===== src/rtl/nn_inference_sequencer_if.sv =====
// Handshake and status bundle between the inference front end and its neighbours.
// The slave modport is the sequencer's view; master is the driving side.
interface nn_inference_sequencer_if #(
  parameter int N             = 16,
  parameter int NUM_OF_INPUTS = 2
);
  logic         in_valid;
  logic         in_ready;
  logic [N-1:0] in_data;
  logic         in_last;
  logic [N-1:0] vec_out [0:NUM_OF_INPUTS-1];
  logic         fire;
  logic         layer_done;
  logic [N-1:0] layer_data;
  logic         res_valid;
  logic         res_ready;
  logic [N-1:0] res_data;
  logic         res_class;
  logic         busy;
  logic         err_clr;
  logic         err_len;
  logic         err_timeout;

  modport slave (
    input  in_valid, in_data, in_last, layer_done, layer_data, res_ready, err_clr,
    output in_ready, vec_out, fire, res_valid, res_data, res_class, busy, err_len, err_timeout
  );

  modport master (
    output in_valid, in_data, in_last, layer_done, layer_data, res_ready, err_clr,
    input  in_ready, vec_out, fire, res_valid, res_data, res_class, busy, err_len, err_timeout
  );
endinterface


===== src/rtl/nn_inference_sequencer.sv =====
// Frames a serial word stream into one input vector, fires the layer, waits for its
// result under a timeout and hands the result plus a class bit downstream.
module nn_inference_sequencer #(
  parameter int N             = 16,
  parameter int Q             = 13,
  parameter int NUM_OF_INPUTS = 2,
  parameter int TIMEOUT       = 64
) (
  input  logic                       clk,
  input  logic                       rst,
  nn_inference_sequencer_if.slave    bus
);
  localparam int IDX_W = (NUM_OF_INPUTS > 1) ? $clog2(NUM_OF_INPUTS) : 1;
  localparam int TMR_W = $clog2(TIMEOUT + 1);
  localparam logic [IDX_W-1:0] IDX_LAST = IDX_W'(NUM_OF_INPUTS - 1);
  localparam logic [TMR_W-1:0] TMR_LAST = TMR_W'(TIMEOUT - 1);
  localparam logic signed [N-1:0] THRESH = {{(N-Q){1'b0}}, 1'b1, {(Q-1){1'b0}}};

  typedef enum logic [2:0] {S_FILL, S_DRAIN, S_FIRE, S_WAIT, S_OUT} state_t;

  state_t           r_state, w_state_nxt;
  logic [IDX_W-1:0] r_idx, w_idx_nxt;
  logic [TMR_W-1:0] r_timer, w_timer_nxt;
  logic [N-1:0]     r_vec [0:NUM_OF_INPUTS-1];
  logic [N-1:0]     r_res_data;
  logic             r_res_class;
  logic             r_err_len, r_err_to;
  logic             w_accept, w_write, w_capture, w_set_len, w_set_to;

  assign bus.in_ready    = !rst && (r_state == S_FILL || r_state == S_DRAIN);
  assign bus.fire        = (r_state == S_FIRE);
  assign bus.res_valid   = (r_state == S_OUT);
  assign bus.busy        = (r_state != S_FILL);
  assign bus.res_data    = r_res_data;
  assign bus.res_class   = r_res_class;
  assign bus.err_len     = r_err_len;
  assign bus.err_timeout = r_err_to;

  for (genvar g = 0; g < NUM_OF_INPUTS; g++) begin : g_vec
    assign bus.vec_out[g] = r_vec[g];
  end

  assign w_accept = bus.in_valid && bus.in_ready;

  always_comb begin
    w_state_nxt = r_state;
    w_idx_nxt   = r_idx;
    w_timer_nxt = r_timer;
    w_write     = 1'b0;
    w_capture   = 1'b0;
    w_set_len   = 1'b0;
    w_set_to    = 1'b0;
    case (r_state)
      S_FILL: if (w_accept) begin
        w_write = 1'b1;
        if (r_idx == IDX_LAST) begin
          w_idx_nxt = '0;
          if (bus.in_last) w_state_nxt = S_FIRE;
          else begin
            w_set_len   = 1'b1;
            w_state_nxt = S_DRAIN;
          end
        end else if (bus.in_last) begin
          w_set_len = 1'b1;
          w_idx_nxt = '0;
        end else begin
          w_idx_nxt = r_idx + IDX_W'(1);
        end
      end
      // Overlong vector: swallow the tail up to and including its last word.
      S_DRAIN: if (w_accept && bus.in_last) w_state_nxt = S_FILL;
      S_FIRE: begin
        w_timer_nxt = '0;
        w_state_nxt = S_WAIT;
      end
      S_WAIT: begin
        w_timer_nxt = r_timer + TMR_W'(1);
        if (bus.layer_done) begin
          w_capture   = 1'b1;
          w_state_nxt = S_OUT;
        end else if (r_timer == TMR_LAST) begin
          w_set_to    = 1'b1;
          w_state_nxt = S_FILL;
        end
      end
      S_OUT: if (bus.res_ready) w_state_nxt = S_FILL;
      default: w_state_nxt = S_FILL;
    endcase
  end

  always_ff @(posedge clk) begin
    if (rst) begin
      r_state     <= S_FILL;
      r_idx       <= '0;
      r_timer     <= '0;
      r_res_data  <= '0;
      r_res_class <= 1'b0;
      r_err_len   <= 1'b0;
      r_err_to    <= 1'b0;
      for (int i = 0; i < NUM_OF_INPUTS; i++) r_vec[i] <= '0;
    end else begin
      r_state <= w_state_nxt;
      r_idx   <= w_idx_nxt;
      r_timer <= w_timer_nxt;
      if (w_write) r_vec[r_idx] <= bus.in_data;
      if (w_capture) begin
        r_res_data  <= bus.layer_data;
        r_res_class <= ($signed(bus.layer_data) >= THRESH);
      end
      // A new error in the same cycle as a clear must survive.
      r_err_len <= w_set_len | (r_err_len & ~bus.err_clr);
      r_err_to  <= w_set_to  | (r_err_to  & ~bus.err_clr);
    end
  end
endmodule


===== src/flat_wrapper.sv =====
// flat-port wrapper written by rule: the top's interface ports become plain ports
module nn_inference_sequencer_flat 
#(
  parameter int N             = 16,
  parameter int Q             = 13,
  parameter int NUM_OF_INPUTS = 2,
  parameter int TIMEOUT       = 64
)
  (clk, rst, bus_in_valid, bus_in_data, bus_in_last, bus_layer_done, bus_layer_data, bus_res_ready, bus_err_clr, bus_in_ready, bus_vec_out, bus_fire, bus_res_valid, bus_res_data, bus_res_class, bus_busy, bus_err_len, bus_err_timeout);
  nn_inference_sequencer_if #(.N(N), .NUM_OF_INPUTS(NUM_OF_INPUTS)) bus_i ();
  input  logic clk;
  input  logic rst;
  input wire logic [$bits(bus_i.in_valid)-1:0] bus_in_valid;
  input wire logic [$bits(bus_i.in_data)-1:0] bus_in_data;
  input wire logic [$bits(bus_i.in_last)-1:0] bus_in_last;
  input wire logic [$bits(bus_i.layer_done)-1:0] bus_layer_done;
  input wire logic [$bits(bus_i.layer_data)-1:0] bus_layer_data;
  input wire logic [$bits(bus_i.res_ready)-1:0] bus_res_ready;
  input wire logic [$bits(bus_i.err_clr)-1:0] bus_err_clr;
  output wire logic [$bits(bus_i.in_ready)-1:0] bus_in_ready;
  output wire logic [$bits(bus_i.vec_out)-1:0] bus_vec_out;
  output wire logic [$bits(bus_i.fire)-1:0] bus_fire;
  output wire logic [$bits(bus_i.res_valid)-1:0] bus_res_valid;
  output wire logic [$bits(bus_i.res_data)-1:0] bus_res_data;
  output wire logic [$bits(bus_i.res_class)-1:0] bus_res_class;
  output wire logic [$bits(bus_i.busy)-1:0] bus_busy;
  output wire logic [$bits(bus_i.err_len)-1:0] bus_err_len;
  output wire logic [$bits(bus_i.err_timeout)-1:0] bus_err_timeout;
  assign bus_i.in_valid = bus_in_valid;
  assign bus_i.in_data = bus_in_data;
  assign bus_i.in_last = bus_in_last;
  assign bus_i.layer_done = bus_layer_done;
  assign bus_i.layer_data = bus_layer_data;
  assign bus_i.res_ready = bus_res_ready;
  assign bus_i.err_clr = bus_err_clr;
  assign bus_in_ready = bus_i.in_ready;
  assign bus_vec_out = {>>{bus_i.vec_out}};
  assign bus_fire = bus_i.fire;
  assign bus_res_valid = bus_i.res_valid;
  assign bus_res_data = bus_i.res_data;
  assign bus_res_class = bus_i.res_class;
  assign bus_busy = bus_i.busy;
  assign bus_err_len = bus_i.err_len;
  assign bus_err_timeout = bus_i.err_timeout;
  nn_inference_sequencer #(.N(N), .Q(Q), .NUM_OF_INPUTS(NUM_OF_INPUTS), .TIMEOUT(TIMEOUT)) u_core (.clk(clk), .rst(rst), .bus(bus_i));
endmodule

===== config.mk =====
export PLATFORM = sky130hd
export DESIGN_NAME = nn_inference_sequencer_flat
export DESIGN_NICKNAME = d
export VERILOG_FILES = /design/src/rtl/nn_inference_sequencer_if.sv /design/src/rtl/nn_inference_sequencer.sv /design/src/flat_wrapper.sv
export SDC_FILE = /design/constraint.sdc
export NUM_CORES = 1
export LEC_CHECK = 0
export CAP_MARGIN = 20
export CORE_MARGIN = 1.5
export CORE_UTILIZATION = 44
export CTS_CLUSTER_SIZE = 12
export DETAILED_ROUTE_END_ITERATION = 7
export PLACE_DENSITY = 0.76
export RECOVER_POWER = 25
export SLEW_MARGIN = 0
export SYNTH_ARGS = -nofsm -noshare
export SYNTH_HDL_FRONTEND = slang
export SYNTH_SLANG_ARGS = --single-unit

===== constraint.sdc =====
create_clock -name clk -period 2.4 [get_ports clk]
set_input_delay 0.48 -clock clk [delete_from_list [all_inputs] [get_ports clk]]
set_output_delay 0.48 -clock clk [all_outputs]
set_load 0.01 [all_outputs]

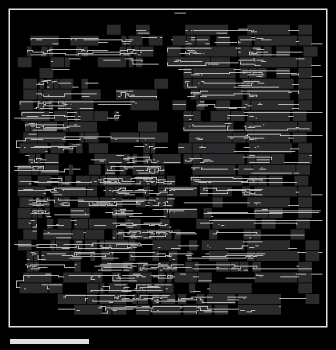
Fig. 1. The metal 1 layer (run 1).
Bar = 20 um.
share of all routed wire: 45%
longest straight run: 28.5 um
wire length on this layer: 2,460 um
nets with wire on the layer: 321
main direction: horizontal
met1 Resource Use GR: 23.32%
Vias: 2,012

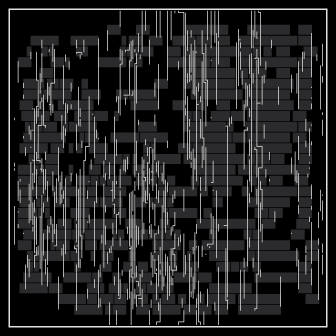
Fig. 2. M2 wires (run 1).
nets with wire on the layer: 308
wire length on this layer: 2,540 um
routed wire length: 5517 um
met2 layer usage reported by global route: 29.66%

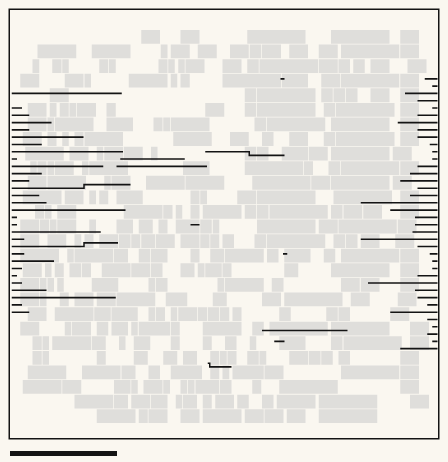
Fig. 3. Signal wires on met3 (run 1).
Bar = 20 um.
share of all routed wire: 8.3%
wire length on this layer: 460 um
met3 track demand over resource: 5.714%

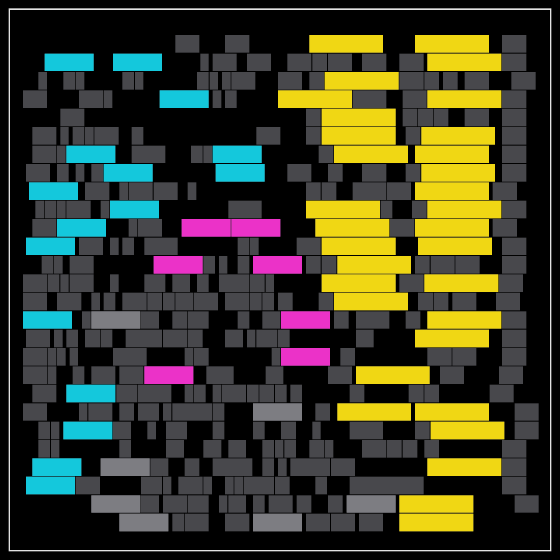
Fig. 4. Register map, names as in the netlist (run 1).
Other sequential cells in the stronger grey, the rest of the logic in the fainter grey.
| name in the netlist | colour | flops |
|---|---|---|
| `u_core.r_timer` | magenta | 7 |
| `u_core.r_vec` | yellow | 32 |
| `u_core.bus.res_data` | cyan | 16 |
flop share of the area: 41.50%
sequential cell power: 0.00116 W

## run 1: worst min-delay path: cells and delay by family (launching register included)
kind,cells,cell delay [ns]
flops,1,0.31
simple gates,1,0.05
compound gates,1,0.05
## run 1: worst max path at each step
stage	start	to	slack [ns]	depth (start not counted)
6_report	u_core.r_state[2]	bus_fire	0.15	3
5_1_grt	u_core.r_state[2]	bus_fire	0.09	3
4_1_cts	u_core.r_state[2]	bus_fire	0.12	3
3_5_place_dp	rst	bus_in_ready	0.17	3
3_3_place_gp	rst	bus_in_ready	0.20	3
2_1_floorplan	rst	u_core.r_vec[1][0]	0.66	4
## run 1: logic make-up (layout without fill, tap and decap cells)
kind of cell | Yosys count | in the layout | share of synthesized area [%]
AND/OR/NAND/NOR | 120 | 120 | 26.70
flip-flops | 62 | 62 | 60.14
AND-OR/OR-AND | 36 | 36 | 8.000
buffers and inverters | 17 | 120 | 3.807
adder cells (fa/ha/maj) | 2 | 2 | 0.9637
multiplexers | 1 | 1 | 0.3856
## run 1: state kept, by name, indices dropped and copies added, names as in the netlist
register                cells
u_core.r_state              3
u_core.r_idx                1
u_core.bus.err_len          1
u_core.bus.res_data        16
u_core.r_timer              7
u_core.r_vec               32
u_core.bus.res_class        1
u_core.bus.err_timeout      1
## run 1: cells in the mapped netlist (all sizes together)
cell	instances
nor3b	2
or2	3
mux2i	1
nor2	2
nand4b	1
ha	2
dfxtp	30
nor3	5
nor4bb	1
nand3b	5
o311ai	2
or4b	1
a21oi	25
a31o	1
nand3	7
or3b	1
or4	3
clkbuf	6
nand2b	7
inv	4
and4b	1
o21ai	5
nor2b	3
nand2	44
a221oi	1
buf	7
a41oi	1
or3	1
edfxtp	32
and2	33
a31oi	1
==> impl_metrics.ini, run 1 <==
; physical design summary
[finish]
layout_area_growth_over_synthesis_pct = 44.92
num-clock-buffers = 9
number_of_combinational_gates_with_multiple_inputs = 159

[yosys]
synth_top_cell_by_area = sky130_fd_sc_hd__edfxtp_1
synth_cell_types = 36
fp_nets = 279
synth-seq-area-share_pct = 60.14

[timing]
hold-worst-slack_ns = 0.4534
setup_violations = 0

[min_path]
hold-path-cell-count = 2

[power]
pwr-share-clk_pct = 39.2

[setup_path]
regToRegEndpoint = u_core.r_vec[0][6]
worst-path-max-fanout = 5
end_kind = output pin
setup.worst_path.class = reg -> out

[die]
die-height_um = 79.82
tap-cell-count = 72
initial_core_util_pct = 46.30

[placed_design]
gp_congestion = 0.7918
place.detailed.instances = 397

[status]
run_status = finished, final reports clean

[route]
met3WireLength_um = 460
wl_on_met1_um = 2456
ant_nets = 0
==> inputs of run 2 (changes only) <==
--- a/config.mk
+++ b/config.mk
@@ -5,9 +5,11 @@
 export SDC_FILE = /design/constraint.sdc
 export NUM_CORES = 1
 export LEC_CHECK = 0
+export ABC_CLOCK_PERIOD_IN_PS = 2400
 export CAP_MARGIN = 20
 export CORE_MARGIN = 1.5
 export CORE_UTILIZATION = 44
+export CTS_CLUSTER_DIAMETER = 60
 export CTS_CLUSTER_SIZE = 12
 export DETAILED_ROUTE_END_ITERATION = 7
 export PLACE_DENSITY = 0.76
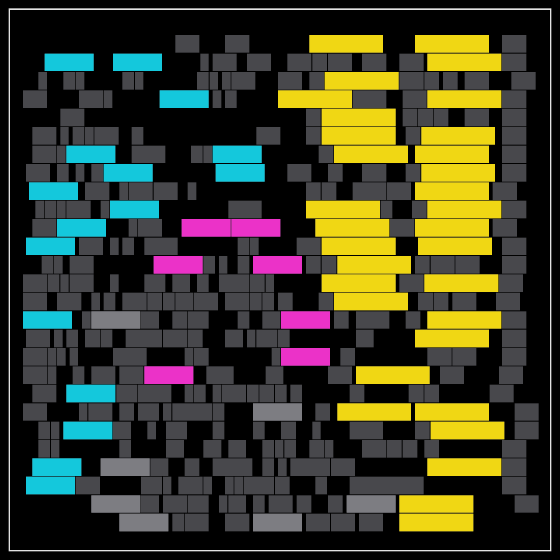
Fig. 5. Register map, names as in the netlist (run 2).
Other sequential cells in the stronger grey, the rest of the logic in the fainter grey.
| name in the netlist | colour | flops |
|---|---|---|
| `u_core.bus.res_data` | cyan | 16 |
| `u_core.r_vec` | yellow | 32 |
| `u_core.r_timer` | magenta | 7 |
not coloured: 7
final cell utilization of the core: 67.09%
area used by sequential logic in the layout: 1562 um^2

==> impl_metrics.ini, run 2 <==
; physical design summary
[yosys]
synth_area_um2 = 2596
fp_nets = 279
synth_cell_types = 36
most_used_standard_cells_in_the_synthesized_netlist = sky130_fd_sc_hd__nand2_1 (44), sky130_fd_sc_hd__and2_1 (33), sky130_fd_sc_hd__edfxtp_1 (32)
synth-seq-area-share_pct = 60.14
synth_top_cell_by_count = sky130_fd_sc_hd__nand2_1
dominantRegCellSynth = sky130_fd_sc_hd__edfxtp_1
edf_count = 32
synth_top_cell_by_area = sky130_fd_sc_hd__edfxtp_1

[timing]
setup_violations = 0

[setup_path]
critical_path.n_buffers_inverters = 2
setup.worst_path.class = reg -> out
end_kind = output pin
worst-path-max-fanout = 5

[die]
initial_core_util_pct = 46.30
die-height_um = 79.82
rows = 27
design.portCount = 94
fp.dieArea_um2 = 6370

[route]
ant_nets = 0
vias = 2012
wl_um = 5517

[clock_tree]
cts_made_buffers = 9

[min_path]
timing.hold.worst.class = reg -> reg

[power]
peakVddDrop_mv = 0.3243

[finish]
layout.nets = 377
layout.cells.most_common_list = sky130_fd_sc_hd__clkdlybuf4s50_1 (76), sky130_fd_sc_hd__nand2_1 (44), sky130_fd_sc_hd__edfxtp_1 (32)
max_flop_register = u_core.r_vec
drive_gt1_share_pct = 9.384
layout_area_growth_over_synthesis_pct = 44.92
largest_register_ffs = 32

[status]
run_status = finished, final reports clean

[placed_design]
gp_congestion = 0.7918

[global_route]
first_global_vias = 1906
-- run 2: final cells by class --
class	instances	area share, %
timing repair buffer	100	25.87
clock inverter	7	1.962
multi-input combinational	159	24.58
clock buffer	9	3.292
tap	72	2.394
sequential	62	41.50
inverter	4	0.3991
-- run 2: cell families (layout without fill, tap and decap cells) --
kind of cell	after synthesis	in the layout	share of synthesized area, %
simple gates	120	120	26.70
flops	62	62	60.14
compound gates	36	36	8.000
buf+inv	17	120	3.807
fa+ha+maj	2	2	0.9637
mux	1	1	0.3856
-- run 2: final timing paths --
kind,startpoint,end,cells past startpoint
worst max-delay path,u_core.r_state[2],bus_fire,3
worst min-delay path,u_core.bus.res_data[0],u_core.bus.res_data[0],2
worst max register to register,u_core.r_state[1],u_core.r_vec[0][6],6
worst min register to register,u_core.bus.res_data[0],u_core.bus.res_data[0],2
-- run 2: power breakdown --
part | total, W | internal, W | leakage [nW] | switching (W)
Combinational | 0.000219 | 0.000128 | 0.707 | 0.0000909
Sequential | 0.00116 | 0.00115 | 0.577 | 0.00000954
Clock | 0.000892 | 0.000482 | 0.0996 | 0.000409
-- run 2: metal layers --
layer	global-route usage [%]	wire, um	part of all wire, %	up-vias
met2	29.66	2539	46	82
met5	0	0	0	-
met4	7.241	61	1.1	0
met3	5.714	460	8.3	6
li1	-	-	-	1022
met1	23.32	2456	45	902
-- run 2: through the flow --
stage	hold slack [ns]	worst slack [ns]	cells	power [W]	cell area, um^2
2_1_floorplan	0.4492	0.6615	238	0.001267	2596
3_3_place_gp	0.4409	0.2000	397	0.001412	3586
3_5_place_dp	0.4474	0.1688	397	0.001416	3586
4_1_cts	0.4568	0.1186	413	0.002305	3784
5_1_grt	0.4825	0.08832	413	0.002356	3762
6_report	0.4534	0.1519	413	0.002272	3762
Fig. 6: run 2, cell outlines without signal wires
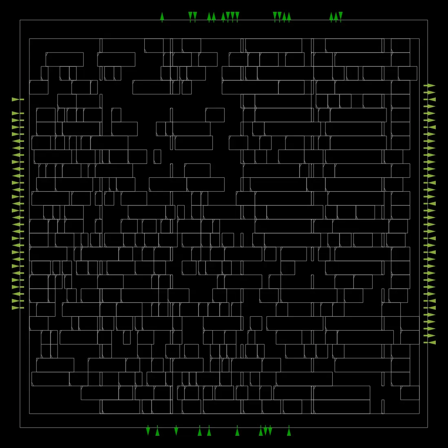

==> inputs of run 3 (changes only) <==
--- a/config.mk
+++ b/config.mk
@@ -7,13 +7,14 @@
 export LEC_CHECK = 0
 export ABC_CLOCK_PERIOD_IN_PS = 2400
 export CAP_MARGIN = 20
-export CORE_MARGIN = 1.5
+export CORE_MARGIN = 2
 export CORE_UTILIZATION = 44
 export CTS_CLUSTER_DIAMETER = 60
 export CTS_CLUSTER_SIZE = 12
 export DETAILED_ROUTE_END_ITERATION = 7
 export PLACE_DENSITY = 0.76
 export RECOVER_POWER = 25
+export SETUP_SLACK_MARGIN = 0.05
 export SLEW_MARGIN = 0
 export SYNTH_ARGS = -nofsm -noshare
 export SYNTH_HDL_FRONTEND = slang
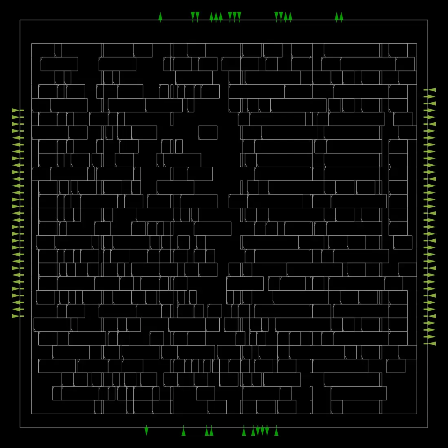
Fig. 7. Cell outlines without signal wires (run 3).
core region area: 5608 um^2
Tapcell Cnt: 72
Filler Cells Inserted: 454

==> impl_metrics.ini, run 3 <==
; physical design summary
[yosys]
fp_nets = 279
edf_count = 32
synth_top_cell_by_count = sky130_fd_sc_hd__nand2_1
most_used_standard_cells_in_the_synthesized_netlist = sky130_fd_sc_hd__nand2_1 (44), sky130_fd_sc_hd__and2_1 (33), sky130_fd_sc_hd__edfxtp_1 (32)
synth_area_um2 = 2596
dominantRegCellSynth = sky130_fd_sc_hd__edfxtp_1
synth_top_cell_by_area = sky130_fd_sc_hd__edfxtp_1

[route]
ant_nets = 0
drt_pre_antenna_iters = 7
vias = 2067

[finish]
max_flop_register = u_core.r_vec
layout.nets = 380
drive_gt1_share_pct = 9.593
layout.cells.most_common_list = sky130_fd_sc_hd__clkdlybuf4s50_1 (92), sky130_fd_sc_hd__nand2_1 (44), sky130_fd_sc_hd__and2_1 (32), sky130_fd_sc_hd__edfxtp_1 (32), sky130_fd_sc_hd__dfxtp_1 (30)
final_design_area_no_fill_um2 = 3811
final_cell_utilization_of_the_core_pct = 67.96
layout_area_growth_over_synthesis_pct = 46.80

[setup_path]
critical_path.startpoint = rst
worst-path-max-fanout = 2
critical_path.n_buffers_inverters = 2
end_kind = output pin
critical-path-top-delay-family = buffers and inverters
setup.worst_path.class = in -> out
reg2reg_depth = 6

[power]
switching_share_pct = 20.99
seqPwrFrac_pct = 46.4
pwr-share-clk_pct = 44.5
power.total_w = 0.002505
intPower_w = 0.001979
combinationalPowerShare_pct = 9.0

[status]
run_status = finished, final reports clean

[min_path]
timing.hold.worst.class = reg -> reg
end_point_of_the_most_critical_hold_path = u_core.bus.res_data[6]
hold-path-cell-count = 2
timing.hold.worst.start = u_core.bus.res_data[6]

[placed_design]
dpl_cell_area_um2 = 3608
place.detailed.instances = 400
gp_congestion = 0.8051
dpl_worst_slack_ns = 0.1614

[die]
fp.dieArea_um2 = 6531
die-height_um = 80.82
design.portCount = 94
initial_core_util_pct = 46.30
rows = 27

[global_route]
first_global_vias = 2069

[clock_tree]
cts_made_buffers = 9
==> run 3: netlist changes by cell type in the layout (fill, tap and decap cells not counted), sizes merged <==
cell and change:
clkinv -4, clkdlybuf4s50 +16, bufinv +2, dlygate4sd3 -16, buf +1, clkinvlp +2
clkbuf +2
==> run 3: worst max-delay path by stage <==
stage	end	slack, ns	depth (start not counted)
4_1_cts	bus_fire	0.12	3
3_5_place_dp	bus_in_ready	0.16	3
5_1_grt	bus_in_ready	0.09	3
2_1_floorplan	u_core.r_vec[1][0]	0.66	4
3_3_place_gp	bus_in_ready	0.14	3
6_report	bus_in_ready	0.15	3
==> run 3: logic make-up after synthesis <==
logic type | count (synthesis) | share of synthesized area, %
AND/OR/NAND/NOR | 120 | 26.70
flip-flops | 62 | 60.14
AND-OR/OR-AND | 36 | 8.000
buffers and inverters | 17 | 3.807
adder cells (fa/ha/maj) | 2 | 0.9637
multiplexers | 1 | 0.3856
==> run 3: layer usage <==
layer  global-route usage (%)  vias to the layer above  wire, um
met5                        0                        -         0
met4                    8.136                        0        80
met3                    7.222                        8       552
met2                    32.31                       84      2827
met1                    21.84                      950      2451
li1                         -                     1025         -
==> run 3: cell type report <==
type | instances | area, um^2 | share of cell area, %
well taps | 72 | 90.09 | 2.364
inverters | 4 | 15.01 | 0.3940
flip-flops and latches | 62 | 1562 | 40.97
repair buffers | 103 | 992.2 | 26.03
clock inverters | 7 | 121.4 | 3.184
clock buffers | 9 | 123.9 | 3.250
multi-input cells | 159 | 907.1 | 23.80
==> run 3: power groups by stage <==
stage	sequential, W	clock, W	combinational (W)
after detailed placement	0.00119	0	0.000232
final	0.00116	0.00111	0.000227
after floorplan	0.00121	0	0.0000599
after CTS	0.00116	0.00113	0.000235
after global routing	0.00117	0.00119	0.000244
after global placement	0.00119	0	0.000229
Power is estimated from default activity; no workload was simulated.
